--- src/rtl/policy_pkg.sv ---
// Shared definitions for the policy selector: FSM state encoding and the
// action code that means "no legal move".
package policy_pkg;

    typedef enum logic [1:0] {
        ST_IDLE = 2'd0,
        ST_SCAN = 2'd1,
        ST_DONE = 2'd2
    } state_e;

    localparam int NO_ACTION = 0;

endpackage

--- src/rtl/lfsr16.sv ---
// 16-bit Galois LFSR, x^16+x^14+x^13+x^11+1, advancing every cycle.
// Only the low OUT_W bits are exported; they feed the exploration compare.
module lfsr16 #(
    parameter logic [15:0] SEED  = 16'hACE1,
    parameter int          OUT_W = 8
) (
    input  logic             clk,
    input  logic             rst,
    output logic [OUT_W-1:0] lfsr_o
);

    localparam logic [15:0] TAPS = 16'hB400;

    logic [15:0] lfsr_q;
    logic [15:0] lfsr_d;

    always_comb begin
        lfsr_d = lfsr_q >> 1;
        if (lfsr_q[0]) begin
            lfsr_d = lfsr_d ^ TAPS;
        end
    end

    always_ff @(posedge clk) begin
        if (rst) begin
            lfsr_q <= SEED;
        end else begin
            lfsr_q <= lfsr_d;
        end
    end

    assign lfsr_o = lfsr_q[OUT_W-1:0];

endmodule

--- src/rtl/policy_sel.sv ---
// Epsilon-greedy action selector: one shared comparator walks the Q-values
// one cell per cycle, either greedily (max Q) or from a rotating offset.
//
// state | meaning
// IDLE  | waiting for start; inputs are snapshotted on the accepting edge
// SCAN  | one cell examined per cycle for N_ACT cycles
// DONE  | one-cycle result strobe; start ignored here
module policy_sel
    import policy_pkg::*;
#(
    parameter int          N_ACT     = 9,
    parameter int          Q_W       = 18,
    parameter int          ACT_W     = 4,
    parameter int          EPS_W     = 8,
    parameter int          Q_SIGNED  = 0,
    parameter logic [15:0] LFSR_SEED = 16'hACE1
) (
    input  logic               clk,
    input  logic               rst,
    input  logic               start,
    input  logic [N_ACT*Q_W-1:0] q_flat,
    input  logic [N_ACT-1:0]   legal_mask,
    input  logic               explore_en,
    input  logic [EPS_W-1:0]   eps,
    output logic               busy,
    output logic               done,
    output logic [ACT_W-1:0]   next_action,
    output logic [Q_W-1:0]     best_q,
    output logic               explored
);

    localparam logic [ACT_W-1:0] LAST_IDX = ACT_W'(N_ACT - 1);
    localparam logic [ACT_W-1:0] ONE      = ACT_W'(1);

    state_e                 state_q, state_d;
    logic [N_ACT*Q_W-1:0]   q_snap_q, q_snap_d;
    logic [N_ACT-1:0]       mask_q, mask_d;
    logic                   explore_q, explore_d;
    logic [ACT_W-1:0]       idx_q, idx_d;
    logic [ACT_W-1:0]       cnt_q, cnt_d;
    logic [ACT_W-1:0]       off_q, off_d;
    logic                   cand_vld_q, cand_vld_d;
    logic [ACT_W-1:0]       cand_idx_q, cand_idx_d;
    logic [Q_W-1:0]         cand_val_q, cand_val_d;
    logic [ACT_W-1:0]       act_q, act_d;
    logic [Q_W-1:0]         bq_q, bq_d;
    logic                   expl_q, expl_d;

    logic [EPS_W-1:0]       lfsr_low;
    logic                   eps_hit;
    logic [Q_W-1:0]         cur_val;
    logic                   cur_legal;
    logic                   q_gt;
    logic                   take;
    logic                   fin_vld;
    logic [ACT_W-1:0]       fin_idx;
    logic [Q_W-1:0]         fin_val;
    logic [ACT_W-1:0]       idx_nxt;

    lfsr16 #(
        .SEED  (LFSR_SEED),
        .OUT_W (EPS_W)
    ) u_lfsr (
        .clk    (clk),
        .rst    (rst),
        .lfsr_o (lfsr_low)
    );

    assign eps_hit = explore_en && ((&eps) || (lfsr_low < eps));

    // The single comparator: current cell against the running candidate.
    assign cur_val   = q_snap_q[int'(idx_q)*Q_W +: Q_W];
    assign cur_legal = mask_q[idx_q];

    generate
        if (Q_SIGNED != 0) begin : g_cmp_signed
            assign q_gt = $signed(cur_val) > $signed(cand_val_q);
        end else begin : g_cmp_unsigned
            assign q_gt = cur_val > cand_val_q;
        end
    endgenerate

    // Explore takes the first legal cell only; greedy needs strictly greater Q.
    assign take    = cur_legal && (!cand_vld_q || (!explore_q && q_gt));
    assign fin_vld = take || cand_vld_q;
    assign fin_idx = take ? idx_q   : cand_idx_q;
    assign fin_val = take ? cur_val : cand_val_q;
    assign idx_nxt = (idx_q == LAST_IDX) ? '0 : idx_q + ONE;

    always_comb begin
        off_d = (off_q == LAST_IDX) ? '0 : off_q + ONE;
    end

    always_comb begin
        state_d    = state_q;
        q_snap_d   = q_snap_q;
        mask_d     = mask_q;
        explore_d  = explore_q;
        idx_d      = idx_q;
        cnt_d      = cnt_q;
        cand_vld_d = cand_vld_q;
        cand_idx_d = cand_idx_q;
        cand_val_d = cand_val_q;
        act_d      = act_q;
        bq_d       = bq_q;
        expl_d     = expl_q;

        case (state_q)
            ST_IDLE: begin
                if (start) begin
                    state_d    = ST_SCAN;
                    q_snap_d   = q_flat;
                    mask_d     = legal_mask;
                    explore_d  = eps_hit;
                    idx_d      = eps_hit ? off_q : '0;
                    cnt_d      = '0;
                    cand_vld_d = 1'b0;
                    cand_idx_d = '0;
                    cand_val_d = '0;
                end
            end
            ST_SCAN: begin
                idx_d = idx_nxt;
                cnt_d = cnt_q + ONE;
                if (take) begin
                    cand_vld_d = 1'b1;
                    cand_idx_d = idx_q;
                    cand_val_d = cur_val;
                end
                if (cnt_q == LAST_IDX) begin
                    state_d = ST_DONE;
                    act_d   = fin_vld ? fin_idx + ONE : ACT_W'(NO_ACTION);
                    bq_d    = fin_vld ? fin_val : '0;
                    expl_d  = explore_q;
                end
            end
            ST_DONE: begin
                state_d = ST_IDLE;
            end
            default: begin
                state_d = ST_IDLE;
            end
        endcase
    end

    always_ff @(posedge clk) begin
        if (rst) begin
            state_q    <= ST_IDLE;
            q_snap_q   <= '0;
            mask_q     <= '0;
            explore_q  <= 1'b0;
            idx_q      <= '0;
            cnt_q      <= '0;
            off_q      <= '0;
            cand_vld_q <= 1'b0;
            cand_idx_q <= '0;
            cand_val_q <= '0;
            act_q      <= '0;
            bq_q       <= '0;
            expl_q     <= 1'b0;
        end else begin
            state_q    <= state_d;
            q_snap_q   <= q_snap_d;
            mask_q     <= mask_d;
            explore_q  <= explore_d;
            idx_q      <= idx_d;
            cnt_q      <= cnt_d;
            off_q      <= off_d;
            cand_vld_q <= cand_vld_d;
            cand_idx_q <= cand_idx_d;
            cand_val_q <= cand_val_d;
            act_q      <= act_d;
            bq_q       <= bq_d;
            expl_q     <= expl_d;
        end
    end

    assign busy        = (state_q != ST_IDLE);
    assign done        = (state_q == ST_DONE);
    assign next_action = act_q;
    assign best_q      = bq_q;
    assign explored    = expl_q;

endmodule

--- config.mk ---
export PLATFORM = sky130hd
export DESIGN_NAME = policy_sel
export DESIGN_NICKNAME = d
export VERILOG_FILES = /design/src/rtl/policy_pkg.sv /design/src/rtl/lfsr16.sv /design/src/rtl/policy_sel.sv
export SDC_FILE = /design/constraint.sdc
export NUM_CORES = 1
export LEC_CHECK = 0
export ABC_AREA = 1
export CAP_MARGIN = 30
export CORE_MARGIN = 2
export CORE_UTILIZATION = 48
export CTS_CLUSTER_DIAMETER = 50
export DETAILED_ROUTE_END_ITERATION = 6
export GPL_TIMING_DRIVEN = 0
export HOLD_SLACK_MARGIN = 0.03
export PLACE_DENSITY = 0.82
export SYNTH_ARGS = -nofsm -noshare
export SYNTH_HDL_FRONTEND = slang
export SYNTH_SLANG_ARGS = --single-unit
--- constraint.sdc ---
create_clock -name clk -period 2.7 [get_ports clk]
set_input_delay 0.27 -clock clk [delete_from_list [all_inputs] [get_ports clk]]
set_output_delay 0.27 -clock clk [all_outputs]
set_load 0.01 [all_outputs]
**Floorplan with the power grid**

Scale: 2 px per um. Pins as bars on the die edge. Tap cells in grey.
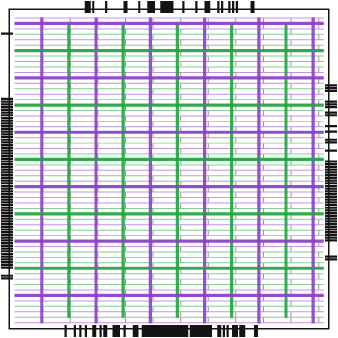
green -> VDD
purple -> VSS
met5 straps = 11
signal pins = 208
met1 rails = 57
tap cells = 319
worst-case vdd ir drop: 0.361 mV
DIE HEIGHT: 159 um

**The metal 3 layer**

Scale: 1.5 px per um. Cells faint in the background.
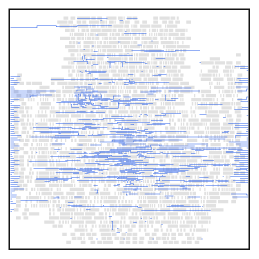
main direction = horizontal
wire length on this layer = 3960 um
share of all routed wire = 10%
global routing usage on met3: 5.11%
Final Routed Wirelength: 38700 um

**Signal wires on met2**

Scale: 1.5 px per um.
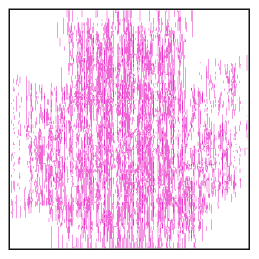
main direction = vertical
nets with wire on the layer = 1747
fraction of met2 tracks used by global routing: 47.9%
number of vias in the routed layout: 12200

==> results.rst <==
Run summary
-----------

.. list-table::
   :header-rows: 1

   * - Metric
     - Value
   * - Outcome
     - complete, but fails checks
   * - Failing checks
     - setup timing
   * - Top flip-flop cell by instance count after synthesis
     - sky130_fd_sc_hd__dfxtp_1
   * - Via density
     - 5.62
   * - M1 wire length
     - roughly 15000 um
   * - Count of buffers from port buffering
     - approximately 210
   * - Clock Sink Count
     - about 250
   * - Final worst slack
     - -0.994 ns
   * - Most Crowded Layer GR
     - met2
   * - Cell area after layout
     - roughly 16000 um2
   * - R2r worst-path depth
     - 22
   * - Summed standard-cell area reported by yosys
     - around 12000 um2
   * - Count of buffer and inverter cells on the critical path
     - 6
   * - Worst Hold Endpoint
     - q_snap_q[29]$_SDFFE_PP0P_
   * - Combinational gates
     - between 1000 and 1500
   * - Required time of the critical path
     - between 3 and 4 ns
   * - HPWL after detailed placement
     - 27200 um
   * - Top logic cell by instance count in the layout
     - sky130_fd_sc_hd__nor2_1
   * - Post-CTS setup buffer count
     - 40
   * - Fraction of the mapped netlist area in compound gates
     - about a quarter
   * - Tapcell count
     - about 320
   * - Clock period minus final worst setup slack
     - approximately 3.7 ns
   * - Mux cell area share after synthesis
     - 0%
   * - Maximum number of pins on one net before global-route repair
     - 16
   * - Static leakage
     - 0.00617 uW
   * - Kind of launch point of the worst setup path
     - flip-flop
   * - Number of antenna violations at the first check in global routing
     - 0
   * - Largest non-sequential cell family by area
     - AND-OR/OR-AND gates
   * - Register with the most flip-flops
     - q_snap_q
   * - Flip-flop count of the largest register, all copies and words added
     - about 160
   * - Total of hold buffers inserted after clock tree synthesis
     - 0
   * - Register-to-register setup slack
     - -0.99 ns
   * - Final tally of setup violations
     - 45
   * - Total number of nets in the final design
     - about 2000
   * - Clk power
     - about 3700 uW
   * - Simple-gate share of the synthesized area
     - 19.2%
   * - Sequential-to-total area share from yosys stat
     - 43.0%
Power figures rest on the tool's default switching activity, not on a simulated workload.
